## src/rtl/nn_core_param_if.sv

```systemverilog
// nn_core_param_if: bundle of the inference core's control handshake and its
// four read-only memory ports (bitmap, hidden weights, output weights, LUT).
//
//   start      request an inference (driven by master)
//   busy/done  core status; done is a one-cycle result strobe
//   digit      arg-max output index, max_score its unsigned LUT score
//   x_addr     -> x_bit    bitmap read, 1-cycle latency
//   wh_addr    -> wh_q     hidden weight read (hid*N_IN + in), 1-cycle latency
//   wo_addr    -> wo_q     output weight read (out*N_HID + hid), 1-cycle latency
//   lut_addr   -> lut_q    activation LUT read, 1-cycle latency
//
// master: host/memory side. slave: the core.
interface nn_core_param_if #(
  parameter int unsigned N_IN  = 784,
  parameter int unsigned N_HID = 32,
  parameter int unsigned N_OUT = 10
) ();

  logic                             start;
  logic                             busy;
  logic                             done;
  logic [$clog2(N_OUT)-1:0]         digit;
  logic [7:0]                       max_score;
  logic [$clog2(N_IN)-1:0]          x_addr;
  logic                             x_bit;
  logic [$clog2(N_HID*N_IN)-1:0]    wh_addr;
  logic [7:0]                       wh_q;
  logic [$clog2(N_OUT*N_HID)-1:0]   wo_addr;
  logic [7:0]                       wo_q;
  logic [10:0]                      lut_addr;
  logic [7:0]                       lut_q;

  modport master (
    output start, x_bit, wh_q, wo_q, lut_q,
    input  busy, done, digit, max_score, x_addr, wh_addr, wo_addr, lut_addr
  );

  modport slave (
    input  start, x_bit, wh_q, wo_q, lut_q,
    output busy, done, digit, max_score, x_addr, wh_addr, wo_addr, lut_addr
  );

endinterface

```

## src/rtl/nn_core_param.sv

```systemverilog
// nn_core_param: two-layer binary-input inference core. Streams the bitmap
// through N_HID hidden MAC neurons and N_OUT output MAC neurons, applies the
// shared activation LUT after each neuron, and reports the arg-max output.
//
// Ports:
//   clk   rising-edge clock
//   rst   asynchronous active-high reset; aborts any inference in flight
//   bus   nn_core_param_if slave: start/busy/done/digit/max_score plus the
//         bitmap, hidden-weight, output-weight and LUT read ports
//
// Every memory read returns data one cycle after its address, so each MAC
// phase is followed by a drain cycle that accumulates the last product.
module nn_core_param #(
  parameter int unsigned N_IN  = 784,
  parameter int unsigned N_HID = 32,
  parameter int unsigned N_OUT = 10,
  parameter int unsigned ACC_W = 26
) (
  input logic            clk,
  input logic            rst,
  nn_core_param_if.slave bus
);

  localparam int unsigned XW  = $clog2(N_IN);
  localparam int unsigned HW  = $clog2(N_HID);
  localparam int unsigned OW  = $clog2(N_OUT);
  localparam int unsigned WHW = $clog2(N_HID * N_IN);
  localparam int unsigned WOW = $clog2(N_OUT * N_HID);
  localparam int unsigned SW  = ACC_W - 7;

  typedef enum logic [3:0] {
    StIdle,
    StHidMac,
    StHidDrain,
    StHidLut,
    StHidWr,
    StOutMac,
    StOutDrain,
    StOutLut,
    StOutCmp,
    StDone
  } state_e;

  state_e                  state_q, state_d;
  logic [XW-1:0]           in_q, in_d;
  logic [HW-1:0]           hid_q, hid_d;
  logic [OW-1:0]           out_q, out_d;
  logic [WHW-1:0]          wh_ptr_q, wh_ptr_d;
  logic [WOW-1:0]          wo_ptr_q, wo_ptr_d;
  logic signed [ACC_W-1:0] acc_q, acc_d;
  logic                    mac_vld_q, mac_vld_d;
  logic [7:0]              max_q, max_d;
  logic [OW-1:0]           arg_q, arg_d;
  logic [OW-1:0]           digit_q, digit_d;
  logic [7:0]              score_q, score_d;

  // Hidden activations; not reset, always written before being read.
  logic [7:0]              hidden_ram [N_HID];
  logic [7:0]              hid_rd_q;

  // Products: the hidden layer multiplies by ext(x_bit) = 127 or 0.
  logic signed [15:0]      wh_ext, wo_ext, hv_ext;
  logic signed [15:0]      hid_prod, out_prod, prod;
  logic signed [ACC_W-1:0] prod_ext;
  logic                    phase_hid;

  assign wh_ext    = 16'($signed(bus.wh_q));
  assign wo_ext    = 16'($signed(bus.wo_q));
  assign hv_ext    = 16'($signed(hid_rd_q));
  assign hid_prod  = bus.x_bit ? (wh_ext * 16'sd127) : 16'sd0;
  assign out_prod  = hv_ext * wo_ext;
  assign phase_hid = (state_q == StHidMac) || (state_q == StHidDrain);
  assign prod      = phase_hid ? hid_prod : out_prod;
  assign prod_ext  = ACC_W'(prod);

  // rect(): drop 7 fraction bits, saturate to [-1024, 1023], offset by 1024.
  logic signed [SW-1:0]    s_raw, s_sat;
  logic [10:0]             rect_addr;

  assign s_raw = acc_q[ACC_W-1:7];

  always_comb begin
    if (s_raw > SW'(1023)) begin
      s_sat = SW'(1023);
    end else if (s_raw < SW'(-1024)) begin
      s_sat = SW'(-1024);
    end else begin
      s_sat = s_raw;
    end
  end

  assign rect_addr = 11'(s_sat + SW'(1024));

  always_comb begin
    state_d   = state_q;
    in_d      = in_q;
    hid_d     = hid_q;
    out_d     = out_q;
    wh_ptr_d  = wh_ptr_q;
    wo_ptr_d  = wo_ptr_q;
    acc_d     = acc_q;
    max_d     = max_q;
    arg_d     = arg_q;
    digit_d   = digit_q;
    score_d   = score_q;
    mac_vld_d = (state_q == StHidMac) || (state_q == StOutMac);

    // Data for an address issued last cycle arrives now.
    if (mac_vld_q) begin
      acc_d = acc_q + prod_ext;
    end

    case (state_q)
      StIdle: begin
        in_d     = '0;
        hid_d    = '0;
        out_d    = '0;
        wh_ptr_d = '0;
        wo_ptr_d = '0;
        acc_d    = '0;
        if (bus.start) begin
          state_d = StHidMac;
        end
      end
      StHidMac: begin
        // Weight pointer runs continuously across neurons: hid*N_IN + in.
        wh_ptr_d = wh_ptr_q + WHW'(1);
        if (in_q == XW'(N_IN - 1)) begin
          in_d    = '0;
          state_d = StHidDrain;
        end else begin
          in_d = in_q + XW'(1);
        end
      end
      StHidDrain: state_d = StHidLut;
      StHidLut:   state_d = StHidWr;
      StHidWr: begin
        acc_d = '0;
        if (hid_q == HW'(N_HID - 1)) begin
          hid_d   = '0;
          state_d = StOutMac;
        end else begin
          hid_d   = hid_q + HW'(1);
          state_d = StHidMac;
        end
      end
      StOutMac: begin
        wo_ptr_d = wo_ptr_q + WOW'(1);
        if (hid_q == HW'(N_HID - 1)) begin
          hid_d   = '0;
          state_d = StOutDrain;
        end else begin
          hid_d = hid_q + HW'(1);
        end
      end
      StOutDrain: state_d = StOutLut;
      StOutLut:   state_d = StOutCmp;
      StOutCmp: begin
        acc_d = '0;
        // Strictly greater keeps the lowest index on ties.
        if ((out_q == '0) || (bus.lut_q > max_q)) begin
          max_d = bus.lut_q;
          arg_d = out_q;
        end
        if (out_q == OW'(N_OUT - 1)) begin
          // Publish on entry to DONE so results are valid with the done pulse.
          digit_d = arg_d;
          score_d = max_d;
          state_d = StDone;
        end else begin
          out_d   = out_q + OW'(1);
          state_d = StOutMac;
        end
      end
      StDone:  state_d = StIdle;
      default: state_d = StIdle;
    endcase
  end

  always_ff @(posedge clk or posedge rst) begin
    if (rst) begin
      state_q   <= StIdle;
      in_q      <= '0;
      hid_q     <= '0;
      out_q     <= '0;
      wh_ptr_q  <= '0;
      wo_ptr_q  <= '0;
      acc_q     <= '0;
      mac_vld_q <= 1'b0;
      max_q     <= '0;
      arg_q     <= '0;
      digit_q   <= '0;
      score_q   <= '0;
    end else begin
      state_q   <= state_d;
      in_q      <= in_d;
      hid_q     <= hid_d;
      out_q     <= out_d;
      wh_ptr_q  <= wh_ptr_d;
      wo_ptr_q  <= wo_ptr_d;
      acc_q     <= acc_d;
      mac_vld_q <= mac_vld_d;
      max_q     <= max_d;
      arg_q     <= arg_d;
      digit_q   <= digit_d;
      score_q   <= score_d;
    end
  end

  // Hidden RAM: written in HID_WR; read each cycle so the value lines up
  // with the output weight returned for the same hid index.
  always_ff @(posedge clk) begin
    if (state_q == StHidWr) begin
      hidden_ram[hid_q] <= bus.lut_q;
    end
    hid_rd_q <= hidden_ram[hid_q];
  end

  assign bus.busy      = (state_q != StIdle);
  assign bus.done      = (state_q == StDone);
  assign bus.digit     = digit_q;
  assign bus.max_score = score_q;
  assign bus.x_addr    = (state_q == StHidMac) ? in_q : '0;
  assign bus.wh_addr   = (state_q == StHidMac) ? wh_ptr_q : '0;
  assign bus.wo_addr   = (state_q == StOutMac) ? wo_ptr_q : '0;
  assign bus.lut_addr  = ((state_q == StHidLut) || (state_q == StOutLut)) ? rect_addr : '0;

endmodule

```

## src/flat_wrapper.sv

```systemverilog
// flat-port wrapper written by rule: the top's interface ports become plain ports
module nn_core_param_flat 
#(
  parameter int unsigned N_IN  = 784,
  parameter int unsigned N_HID = 32,
  parameter int unsigned N_OUT = 10,
  parameter int unsigned ACC_W = 26
)
  (clk, rst, bus_start, bus_x_bit, bus_wh_q, bus_wo_q, bus_lut_q, bus_busy, bus_done, bus_digit, bus_max_score, bus_x_addr, bus_wh_addr, bus_wo_addr, bus_lut_addr);
  nn_core_param_if #(.N_IN(N_IN), .N_HID(N_HID), .N_OUT(N_OUT)) bus_i ();
  input logic clk;
  input logic rst;
  input wire logic [$bits(bus_i.start)-1:0] bus_start;
  input wire logic [$bits(bus_i.x_bit)-1:0] bus_x_bit;
  input wire logic [$bits(bus_i.wh_q)-1:0] bus_wh_q;
  input wire logic [$bits(bus_i.wo_q)-1:0] bus_wo_q;
  input wire logic [$bits(bus_i.lut_q)-1:0] bus_lut_q;
  output wire logic [$bits(bus_i.busy)-1:0] bus_busy;
  output wire logic [$bits(bus_i.done)-1:0] bus_done;
  output wire logic [$bits(bus_i.digit)-1:0] bus_digit;
  output wire logic [$bits(bus_i.max_score)-1:0] bus_max_score;
  output wire logic [$bits(bus_i.x_addr)-1:0] bus_x_addr;
  output wire logic [$bits(bus_i.wh_addr)-1:0] bus_wh_addr;
  output wire logic [$bits(bus_i.wo_addr)-1:0] bus_wo_addr;
  output wire logic [$bits(bus_i.lut_addr)-1:0] bus_lut_addr;
  assign bus_i.start = bus_start;
  assign bus_i.x_bit = bus_x_bit;
  assign bus_i.wh_q = bus_wh_q;
  assign bus_i.wo_q = bus_wo_q;
  assign bus_i.lut_q = bus_lut_q;
  assign bus_busy = bus_i.busy;
  assign bus_done = bus_i.done;
  assign bus_digit = bus_i.digit;
  assign bus_max_score = bus_i.max_score;
  assign bus_x_addr = bus_i.x_addr;
  assign bus_wh_addr = bus_i.wh_addr;
  assign bus_wo_addr = bus_i.wo_addr;
  assign bus_lut_addr = bus_i.lut_addr;
  nn_core_param #(.N_IN(N_IN), .N_HID(N_HID), .N_OUT(N_OUT), .ACC_W(ACC_W)) u_core (.clk(clk), .rst(rst), .bus(bus_i));
endmodule
```

## config.mk

```make
export PLATFORM = sky130hd
export DESIGN_NAME = nn_core_param_flat
export DESIGN_NICKNAME = d
export VERILOG_FILES = /design/src/rtl/nn_core_param_if.sv /design/src/rtl/nn_core_param.sv /design/src/flat_wrapper.sv
export SDC_FILE = /design/constraint.sdc
export NUM_CORES = 1
export LEC_CHECK = 0
export CAP_MARGIN = 10
export CORE_MARGIN = 2
export CORE_UTILIZATION = 55
export DETAILED_ROUTE_END_ITERATION = 8
export GPL_TIMING_DRIVEN = 0
export PLACE_DENSITY = 0.73
export REMOVE_ABC_BUFFERS = 1
export SLEW_MARGIN = 30
export SYNTH_ARGS = -nofsm -noshare
export SYNTH_HDL_FRONTEND = slang
export SYNTH_SLANG_ARGS = --single-unit
```

## constraint.sdc

```tcl
create_clock -name clk -period 6.48 [get_ports clk]
set_input_delay 1.296 -clock clk [delete_from_list [all_inputs] [get_ports clk]]
set_output_delay 1.296 -clock clk [all_outputs]
set_load 0.1 [all_outputs]
```

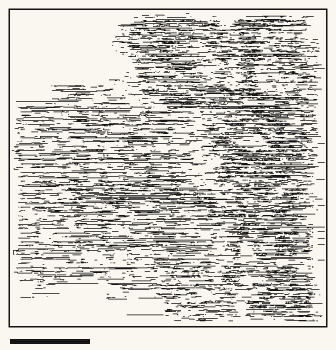
*Met1 routing, run 1*
The bar under the picture is 50 um long.
share of all routed wire: 44%
main direction: horizontal
nets with wire on the layer: 1919
longest straight run: 42.8 um

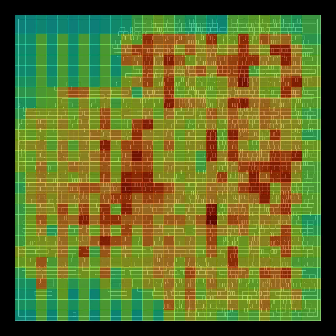
*Routing congestion, run 1*
GRT Resource Usage Total: 23.16%
GRT met2 Usage: 38.62%

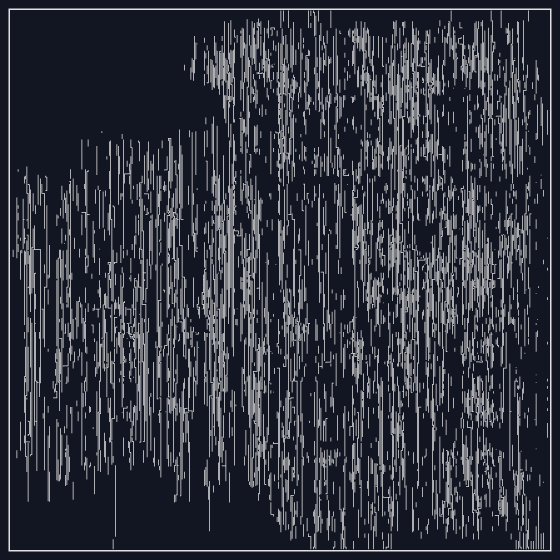
*Met2 routing, run 1*
nets with wire on the layer: 1737
main direction: vertical
longest straight run: 76.8 um
share of all routed wire: 48%
wire length on this layer: 21.6 mm
total length of routed wires: 44.57 mm
vias post-DR: 13571

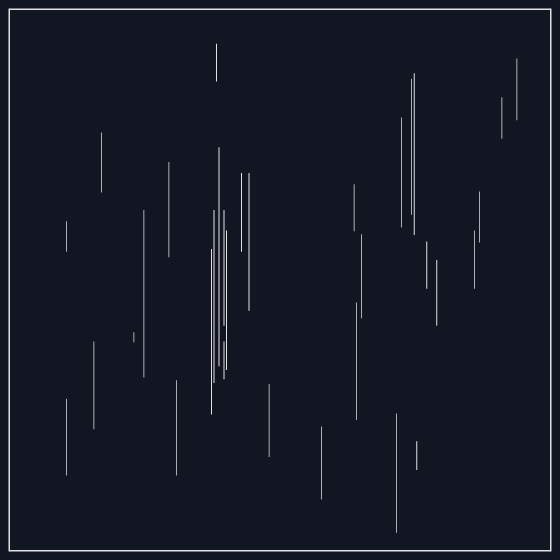
*Metal 4, run 1*
nets with wire on the layer: 23
main direction: vertical
share of all routed wire: 2.5%
longest straight run: 80.2 um
wire length on this layer: 1090 um

==> impl_metrics.yaml, run 1 <==
# yosys + openroad results
global_routing:
  grt_most_used_layer: "met2"
  grt_antenna_before_repair: 0
  grt_first_pass_wirelength_mm: 71.22
  grt_start_max_net_pins: 65
  vias_in_the_first_global_route: 13746
  gr-usage-met1_pct: 31.62
yosys:
  ys_types: 74
  netlist_area_mm2: 0.02080
  synthDominantCellAreaShare_pct: 36.95
  ys_warn_count: 0
  post_synth_ao_oa_area_fraction_pct: 8.251
  netlist.top_cell.by_area: "edfxtp_1"
  synthArstFlopShare_pct: 27.07
  netlist.top_cell.by_instances: "edfxtp_1"
  yosys-dominant-comb-family: "adder cells"
  yosys-stat-cells: 1712
  simple_gate_area_share_pct: 11.23
  synth_seq_share_pct: 49.51
  enable_flop_cells: 256
clock_network:
  cts_num_sinks: 362
  cts.repair_timing.setup_buffer_count: 28
  tritoncts_clock_tree: "built"
  clock_tree.buffer_depth: 3
  cts_hold_buffers: 0
  cts_h_tree_depth: 2
  clkLatencyLatePin_ps: 530
final_timing:
  final-setup-viol-count: 2
  fin_ws_ps: -80.08
  fin_skew_ps: 18.56
  setup_repair_after_global_routing_missed_its_margin: "yes"
  final_period_demand_of_the_worst_path_ps: 6560
placement:
  dp.final_hpwl_mm: 29.51
  cell_total_after_placement: 2254
  dp_slack_ps: -2262
  place_congestion: 0.8317
  port_buffer_cells: 86
  placed_cell_area_mm2: 0.02218
setup_path:
  critical_path_class: "in2reg"
  timing.critical_path.arrival_ps: 6980
  rr_worst_depth: 24
  worst-path-max-fanout: 8
  start_kind: "primary input"
  cpLargestDelayFamily: "adder cells"
  critical_path.endpoint_type: "register"
  first_element_of_the_critical_path: "bus_wo_q[0]"
layout:
  seq_area_mm2: 0.01031
  fill_cells: 2699
  num_antenna_cells: 0
  nNonClkInverters: 188
  final_layout_size_suffix_gt1_share_pct: 18.39
  final.signal_buffer_count: 129
  most-common-layout-cells: "256 x edfxtp_1, 162 x inv_1, 123 x nand2_1, 120 x nor2_1, 94 x dfrtp_1"
  biggestRegsByFlops: "u_core.hidden_ram: 256 flops, u_core.acc_q: 26 flops, u_core.wh_ptr_q: 15 flops"
  n_clock_buffer: 44
  layout.buffer.nonclock.area_share_pct: 5.317
  max_reg_flops: 256
  final_core_util_pct: 65.03
  layout_sequential_cell_count: 362
  mi_comb_cells: 1100
  logic_area_mm2: 0.01025
  fin_area_mm2: 0.02438
route:
  drt_iter0_markers: 935
  routed-wl-met3_mm: 2.351
  drt_pass1_iterations: 5
  wl_met1_mm: 19.56
  postRouteAntennaNets: 0
  top_layer: "met4"
die:
  n_tap_cell: 511
  die_width_um: 198.5
  floorplanUtilization_pct: 55.50
  io_pins: 87
  fp.dieH_um: 198.5
run:
  log.warning_count: 42
  max_cap_viols: 0
pwr:
  top_power_group: "combinational cells"
  leakage_dissipation_nw: 9.632
  peakVddDrop_uv: 282.2
  pwr.group.sequential_mw: 2.69
  clk-power_mw: 2.04
  p_seq_share_pct: 31.1
run_status:
  status: "finished with violations"
  violations: "negative setup slack"
==> inputs of run 2 (changes only) <==
--- a/config.mk
+++ b/config.mk
@@ -6,6 +6,7 @@
 export NUM_CORES = 1
 export LEC_CHECK = 0
 export CAP_MARGIN = 10
+export CORE_ASPECT_RATIO = 1.2
 export CORE_MARGIN = 2
 export CORE_UTILIZATION = 55
 export DETAILED_ROUTE_END_ITERATION = 8
==> run 2 against run 1 <==
- the run still ends with negative setup slack left
- largest cell class unchanged
- final cell count is 0.47% lower
- wire length is 2.3% higher
- largest power group unchanged
- clock skew is 3.5 ps higher
- area after synthesis stayed put
==> impl_metrics.yaml, run 2 <==
# yosys + openroad results
yosys:
  post_synth_ao_oa_area_fraction_pct: 8.251
  yosys-stat-cells: 1712
  synth_seq_share_pct: 49.51
  netlist.top_cell.by_instances: "edfxtp_1"
  netlist.top_cell.by_area: "edfxtp_1"
  enable_flop_cells: 256
  netlist_area_mm2: 0.02080
  synthDominantCellAreaShare_pct: 36.95
  synthArstFlopShare_pct: 27.07
  ys_warn_count: 0
  yosys-dominant-comb-family: "adder cells"
  ys_types: 74
clock_network:
  tritoncts_clock_tree: "built"
  cts.repair_timing.setup_buffer_count: 30
  clock_tree.buffer_depth: 3
  clkLatencyLatePin_ps: 540
  cts_hold_buffers: 0
  cts_h_tree_depth: 2
  cts_num_sinks: 362
run_status:
  violations: "negative setup slack"
  status: "finished with violations"
layout:
  num_antenna_cells: 0
  final_core_util_pct: 64.73
  fill_cells: 2752
  most-common-layout-cells: "256 x edfxtp_1, 160 x inv_1, 123 x nand2_1, 121 x nor2_1, 94 x dfrtp_1"
  max_reg_flops: 256
  nNonClkInverters: 188
  seq_area_mm2: 0.01031
  layout_sequential_cell_count: 362
  final_layout_size_suffix_gt1_share_pct: 18.09
  n_clock_buffer: 49
  biggestRegsByFlops: "u_core.hidden_ram: 256 flops, u_core.acc_q: 26 flops, u_core.wh_ptr_q: 15 flops"
  mi_comb_cells: 1100
  final.signal_buffer_count: 145
pwr:
  peakVddDrop_uv: 285.7
  p_seq_share_pct: 31.6
  leakage_dissipation_nw: 9.648
  pwr.group.sequential_mw: 2.69
  top_power_group: "combinational cells"
final_timing:
  final-setup-viol-count: 4
  fin_ws_ps: -150.4
  setup_repair_after_global_routing_missed_its_margin: "yes"
  fin_skew_ps: 22.08
route:
  drt_iter0_markers: 1143
  top_layer: "met4"
  detailroute.via_count: 13696
  wl_met1_mm: 18.66
  routed-wl-met3_mm: 2.057
  route.final.wire_length_mm: 45.61
setup_path:
  critical_path_class: "in2reg"
  cpLargestDelayFamily: "adder cells"
  rr_worst_depth: 25
  critical_path.endpoint_type: "register"
  first_element_of_the_critical_path: "bus_wh_q[5]"
  timing.critical_path.arrival_ps: 7050
  start_kind: "primary input"
die:
  io_pins: 87
  floorplanUtilization_pct: 55.37
  n_tap_cell: 480
global_routing:
  grt_first_pass_wirelength_mm: 73.24
  grt_antenna_before_repair: 0
  gr-usage-met1_pct: 30.47
  grt_start_max_net_pins: 70
  vias_in_the_first_global_route: 14100
placement:
  cell_total_after_placement: 2225
  dp.final_hpwl_mm: 30.19
  placed_cell_area_mm2: 0.02215
  port_buffer_cells: 86
  place_congestion: 0.8456
run:
  max_cap_viols: 0
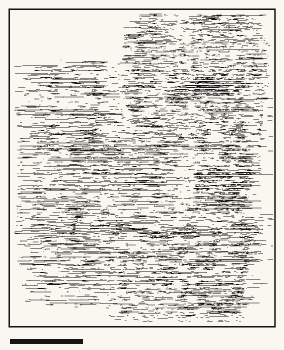
*Met1 routing, run 2*
The bar under the picture is 50 um long.
share of all routed wire: 41%
nets with wire on the layer: 1947
main direction: horizontal

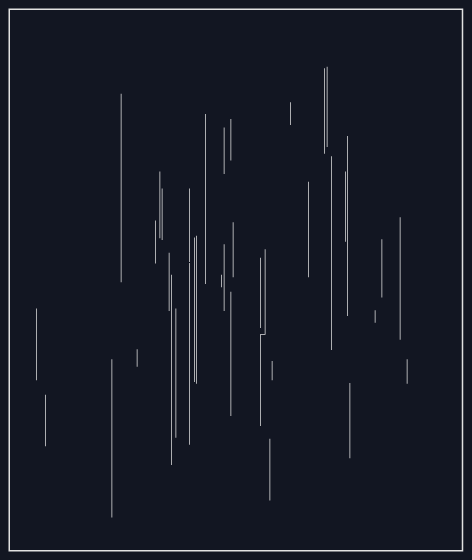
*Metal 4, run 2*
nets with wire on the layer: 31
longest straight run: 77.5 um
wire length on this layer: 1370 um
share of all routed wire: 3.0%

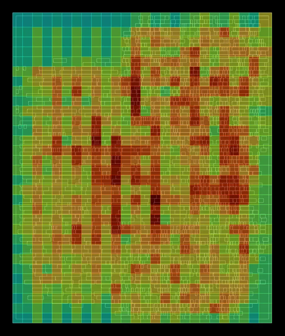
*Routing congestion, run 2*
met3 layer usage reported by global route: 3.112%
layer carrying the most global-route usage: met2
GRT met2 Usage: 41.19%
GRT Resource Usage Total: 23.47%

No activity file was given, so power comes from the tool's default toggle rates.
